`src/rtl/rope_frame_scheduler_pkg.sv`:
```
`default_nettype none
// ============================================================================
// Module  : rope_frame_scheduler_pkg
// Brief   : Shared FSM encoding and coordinate-packing helpers for the rope
//           scheduler and the graphics block.
// Revision: 1.0
// ============================================================================
package rope_frame_scheduler_pkg;

    localparam int c_COORD_W    = 10;
    localparam int c_STEP_CNT_W = 8;
    localparam int c_STATE_W    = 3;

    typedef logic [c_STATE_W-1:0] state_t;

    localparam state_t c_ST_INIT = 3'd0;
    localparam state_t c_ST_IDLE = 3'd1;
    localparam state_t c_ST_STEP = 3'd2;
    localparam state_t c_ST_WAIT = 3'd3;
    localparam state_t c_ST_COPY = 3'd4;
    localparam state_t c_ST_DONE = 3'd5;

    // Node k occupies [node_lsb(k, W) +: W] in a packed coordinate bus.
    function automatic int node_lsb(input int k, input int coord_w);
        return k * coord_w;
    endfunction

endpackage
`default_nettype wire

```
`src/rtl/rope_frame_scheduler_vsync_edge_sync.sv`:
```
`default_nettype none
// ============================================================================
// Module  : vsync_edge_sync
// Brief   : Two-flop vsync synchronizer with a falling-edge frame_start pulse.
// Revision: 1.0
// ============================================================================
module vsync_edge_sync (
    input  logic clk,
    input  logic reset,
    input  logic vsync,
    output logic frame_start
);

    logic r_meta;
    logic r_sync;
    logic r_sync_d;

    // Flops reset to the vsync idle level so reset release never fakes an edge.
    always_ff @(posedge clk or posedge reset) begin
        if (reset) begin
            r_meta   <= 1'b1;
            r_sync   <= 1'b1;
            r_sync_d <= 1'b1;
        end else begin
            r_meta   <= vsync;
            r_sync   <= r_meta;
            r_sync_d <= r_sync;
        end
    end

    assign frame_start = r_sync_d & ~r_sync;

endmodule
`default_nettype wire

```
`src/rtl/rope_frame_scheduler.sv`:
```
`default_nettype none
// ============================================================================
// Module  : rope_frame_scheduler
// Brief   : Per-frame step/ack sequencer for the rope datapath with a shadow
//           coordinate snapshot for the renderer.
// Revision: 1.0
// ============================================================================
module rope_frame_scheduler
    import rope_frame_scheduler_pkg::*;
#(
    parameter int N_NODES         = 20,
    parameter int COORD_W         = c_COORD_W,
    parameter int STEPS_PER_FRAME = 7,
    parameter int STEP_TIMEOUT    = 255
) (
    input  logic                       clk,
    input  logic                       reset,
    input  logic                       vsync,
    output logic                       rope_reset,
    output logic                       step_req,
    input  logic                       step_ack,
    input  logic [N_NODES*COORD_W-1:0] nodes_x_in,
    input  logic [N_NODES*COORD_W-1:0] nodes_y_in,
    output logic [N_NODES*COORD_W-1:0] nodes_x_out,
    output logic [N_NODES*COORD_W-1:0] nodes_y_out,
    output logic                       frame_ready,
    output logic                       busy,
    output logic                       overrun,
    output logic                       timeout_err
);

    localparam int c_K_W  = $clog2(N_NODES);
    localparam int c_TO_W = $clog2(STEP_TIMEOUT + 1);

    localparam logic [c_STEP_CNT_W-1:0] c_LAST_STEP = c_STEP_CNT_W'(STEPS_PER_FRAME - 1);
    localparam logic [c_K_W-1:0]        c_LAST_NODE = c_K_W'(N_NODES - 1);
    localparam logic [c_TO_W-1:0]       c_TO_LAST   = c_TO_W'(STEP_TIMEOUT - 1);

    state_t                     r_state;
    state_t                     w_next_state;
    logic [c_STEP_CNT_W-1:0]    r_step_cnt;
    logic [c_K_W-1:0]           r_k;
    logic [c_TO_W-1:0]          r_to_cnt;
    logic [N_NODES*COORD_W-1:0] r_x_out;
    logic [N_NODES*COORD_W-1:0] r_y_out;
    logic                       r_overrun;
    logic                       r_timeout_err;

    logic w_frame_start;
    logic w_accepting;
    logic w_in_wait;
    logic w_to_hit;
    logic w_leave_wait;
    logic w_last_step;
    logic w_in_copy;
    logic w_last_node;

    vsync_edge_sync u_vsync_sync (
        .clk         (clk),
        .reset       (reset),
        .vsync       (vsync),
        .frame_start (w_frame_start)
    );

    assign w_accepting  = (r_state == c_ST_INIT) || (r_state == c_ST_IDLE);
    assign w_in_wait    = (r_state == c_ST_WAIT);
    assign w_in_copy    = (r_state == c_ST_COPY);
    // The WAIT cycle holding count STEP_TIMEOUT-1 is the last one we spend there.
    assign w_to_hit     = (r_to_cnt == c_TO_LAST);
    assign w_leave_wait = w_in_wait && (step_ack || w_to_hit);
    assign w_last_step  = (r_step_cnt == c_LAST_STEP);
    assign w_last_node  = (r_k == c_LAST_NODE);

    always_ff @(posedge clk or posedge reset) begin
        if (reset) begin
            r_state <= c_ST_INIT;
        end else begin
            r_state <= w_next_state;
        end
    end

    always_comb begin
        w_next_state = r_state;
        case (r_state)
            c_ST_INIT: if (w_frame_start) w_next_state = c_ST_STEP;
            c_ST_IDLE: if (w_frame_start) w_next_state = c_ST_STEP;
            c_ST_STEP: w_next_state = c_ST_WAIT;
            c_ST_WAIT: begin
                if (w_leave_wait) begin
                    w_next_state = w_last_step ? c_ST_COPY : c_ST_STEP;
                end
            end
            c_ST_COPY: if (w_last_node) w_next_state = c_ST_DONE;
            c_ST_DONE: w_next_state = c_ST_IDLE;
            default:   w_next_state = c_ST_INIT;
        endcase
    end

    always_comb begin
        rope_reset  = (r_state == c_ST_INIT);
        step_req    = (r_state == c_ST_STEP);
        frame_ready = (r_state == c_ST_DONE);
        busy        = !w_accepting;
    end

    always_ff @(posedge clk or posedge reset) begin
        if (reset) begin
            r_step_cnt    <= '0;
            r_to_cnt      <= '0;
            r_k           <= '0;
            r_overrun     <= 1'b0;
            r_timeout_err <= 1'b0;
        end else begin
            if (w_accepting && w_frame_start) begin
                r_step_cnt <= '0;
            end else if (w_leave_wait) begin
                r_step_cnt <= r_step_cnt + c_STEP_CNT_W'(1);
            end

            if (r_state == c_ST_STEP) begin
                r_to_cnt <= '0;
            end else if (w_in_wait && !w_leave_wait) begin
                r_to_cnt <= r_to_cnt + c_TO_W'(1);
            end

            if (w_leave_wait && w_last_step) begin
                r_k <= '0;
            end else if (w_in_copy && !w_last_node) begin
                r_k <= r_k + c_K_W'(1);
            end

            if (w_frame_start && !w_accepting) begin
                r_overrun <= 1'b1;
            end

            // A late ack landing on the final WAIT cycle still counts as an ack.
            if (w_in_wait && w_to_hit && !step_ack) begin
                r_timeout_err <= 1'b1;
            end
        end
    end

    for (genvar i = 0; i < N_NODES; i++) begin : g_node
        localparam int c_LSB = node_lsb(i, COORD_W);

        always_ff @(posedge clk or posedge reset) begin
            if (reset) begin
                r_x_out[c_LSB +: COORD_W] <= '0;
                r_y_out[c_LSB +: COORD_W] <= '0;
            end else if (w_in_copy && (r_k == c_K_W'(i))) begin
                r_x_out[c_LSB +: COORD_W] <= nodes_x_in[c_LSB +: COORD_W];
                r_y_out[c_LSB +: COORD_W] <= nodes_y_in[c_LSB +: COORD_W];
            end
        end
    end

    assign nodes_x_out = r_x_out;
    assign nodes_y_out = r_y_out;
    assign overrun     = r_overrun;
    assign timeout_err = r_timeout_err;

endmodule
`default_nettype wire

```
`config.mk`:
```
export PLATFORM = sky130hd
export DESIGN_NAME = rope_frame_scheduler
export DESIGN_NICKNAME = d
export VERILOG_FILES = /design/src/rtl/rope_frame_scheduler_pkg.sv /design/src/rtl/rope_frame_scheduler_vsync_edge_sync.sv /design/src/rtl/rope_frame_scheduler.sv
export SDC_FILE = /design/constraint.sdc
export NUM_CORES = 1
export LEC_CHECK = 0
export CAP_MARGIN = 20
export CORE_AREA = 8 8 305 307
export DETAILED_ROUTE_END_ITERATION = 7
export DIE_AREA = 0 0 313 315
export SKIP_LAST_GASP = 1
export SLEW_MARGIN = 20
export SYNTH_ARGS = -nofsm -noshare
export SYNTH_HDL_FRONTEND = slang
export SYNTH_SLANG_ARGS = --single-unit
```
`constraint.sdc`:
```
create_clock -name clk -period 42.1 [get_ports clk]
set_input_delay 12.63 -clock clk [delete_from_list [all_inputs] [get_ports clk]]
set_output_delay 12.63 -clock clk [all_outputs]
set_load 0.02 [all_outputs]
```
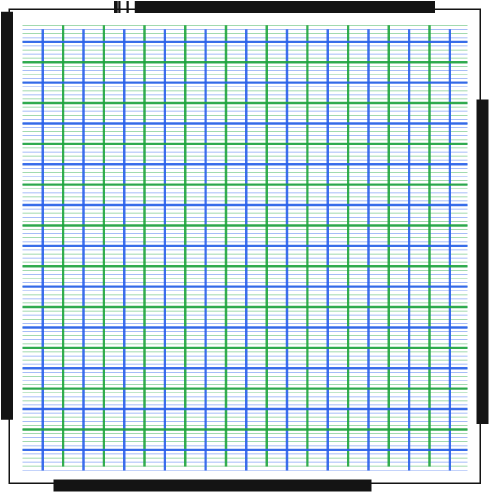
(images/pdn.png)
(1.5 px per um) Pins as bars on the die edge.
legend:
  VDD:
    colour: green
  VSS:
    colour: blue
met1 rails: 110
met5 straps: 21
rows: 109

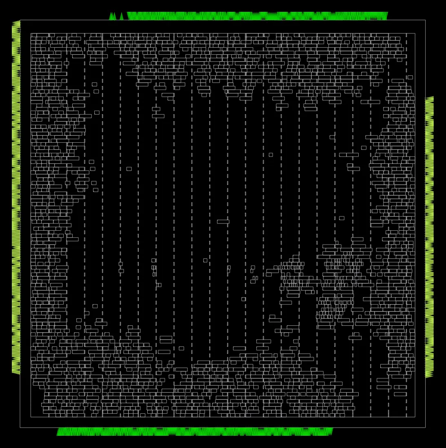
(images/final_placement.png)
core area: 0.08797 mm2
# fillers: 8,681
site row count: 109

==> results.toml <==
# generated from flow reports
[cells_and_area]
layout_top_cell = "clkdlybuf4s50_1"
final_cell_mix = "809 x clkdlybuf4s50_1, 426 x dfrtp_1, 317 x mux2_2"
drive_gt1_share_pct = 27.03
fin_nets = 2270

[floorplanning]
die_area_mm2 = 0.09860
die_width_um = 313
io_pins = 810

[cts]
hold_buffers = 0
clock_latency_ps = 600
cts_tree = "built"
cts-root-buf = "clkbuf_16"
clockBufferDepth = 3
clkTransAtPathRegs_ps = 60

[logic_synthesis]
synth_cell_types = 48
ys_sh_xor_pct = 0.2091
ys_area_mm2 = 0.01676
fp_nets = 1439
synthAoiAreaFrac_pct = 1.449

[power]
p_sw_share_pct = 25.98

[timing]
finalSetupViolCount = 0
period_needed_ps = 15140
fin_crit_sh_pct = 35.95
final-max-slew-violation-count = 0

[critical_path]
required_ps = 42750
path_buffers = 5
max_stage_delay_ps = 720
start_kind = "input pin"
ff2ff_path_depth = 4
r2r_end = "nodes_x_out[4]"
cp_cell_sequence = "clkdlybuf4s50_1, inv_8, buf_4, buf_4, buf_4"
crit_path_end = "nodes_x_out[1]"
crit_cells = 5
critical_path.top_delay_family = "buffers and inverters"
crit_top_cell = "buf_4"

[global_routing]
grt_pass1_vias = 13640

[hold_path]
hold_start = "u_vsync_sync.r_meta"
hold_class = "reg2reg"
hold_path_depth = 0
holdPathEnd = "u_vsync_sync.r_sync"

[routing]
drt_first_iter_violations = 526

[run_status]
outcome = "finished, final reports clean"
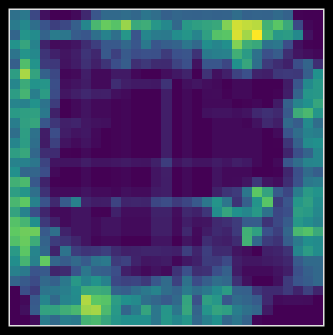
(images/wire_density.png)
(1 px per um) The die is cut into 31 by 32 equal tiles; dark purple is low, yellow is high, scaled to the fullest tile. Values are wire area over tile area, all layers added.
mean over tiles: 0.11
emptiest ninth of the die: middle
densest ninth of the die: bottom left
WL per Instance: 21.49 um
Total Wirelength: 65,840 um
total track usage: 12.67%
via count: 12,010

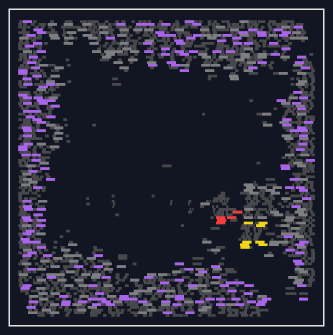
(images/registers.png)
(1 px per um) Other sequential cells in the stronger grey, the rest of the logic in the fainter grey.
legend:
  r_k:
    colour: red
    placed_flops: 5
  r_step_cnt:
    colour: yellow
    placed_flops: 8
    where: bottom right
  nodes_x_out:
    colour: purple
    placed_flops: 200
    where: spread over the die
Seq area share: 38.44%
Finished Core Util: 31.76%
seq pwr: 0.463 mW
register area: 0.01074 mm2

[cell usage after synthesis, drive strengths merged (3+ instances only)]
cell / n / area, um2
dfrtp: 426 / 10660
mux2: 400 / 4805
clkbuf: 31 / 116.4
nand2: 24 / 100.1
buf: 15 / 131.4
nand3: 14 / 70.07
a21oi: 13 / 65.06
inv: 11 / 41.29
nor2: 11 / 41.29
ha: 9 / 112.6
o31ai: 8 / 60.06
or4: 8 / 60.06
nand4: 5 / 31.28
o21ai: 5 / 25.02
and2: 4 / 25.02
and3: 4 / 25.02
dfstp: 3 / 78.83
mux2i: 3 / 30.03
or2: 3 / 18.77
[metrics by stage]
| stage | util, % | hold slack [ps] | total power [mW] | area [um2] | instances |
|---|---|---|---|---|---|
| floorplan | - | 345.2 | 0.5406 | 16760 | 1026 |
| global placement | 29.75 | 351.0 | 0.6409 | 26170 | 2967 |
| detailed placement | 29.77 | 356.1 | 0.6450 | 26190 | 2968 |
| CTS | 31.72 | 362.8 | 1.109 | 27900 | 3058 |
| global route | 31.75 | 370.4 | 1.139 | 27930 | 3061 |
| finish | 31.76 | 359.3 | 1.087 | 27940 | 3063 |
[per-layer routing]
| metal | vias up | track usage (%) | wire (um) |
|---|---|---|---|
| li1 | 5303 | - | - |
| met1 | 6026 | 14.22 | 24450 |
| met2 | 565 | 21.88 | 33070 |
| met3 | 107 | 5.349 | 6534 |
| met4 | 8 | 3.674 | 1734 |
| met5 | - | 0 | 53 |
[area by class of cell]
type                       count  area (um2)  share of cell area [%]
antenna                        4       10.01                 0.03583
multi-input combinational    540        5742                   20.55
clock buffer                  68        1421                   5.088
sequential                   429       10740                   38.44
timing repair buffer         824        8230                   29.46
clock inverter                22       287.8                   1.030
tap                         1165        1458                   5.218
inverter                      11       48.80                  0.1747
Power is estimated from default activity; no workload was simulated.
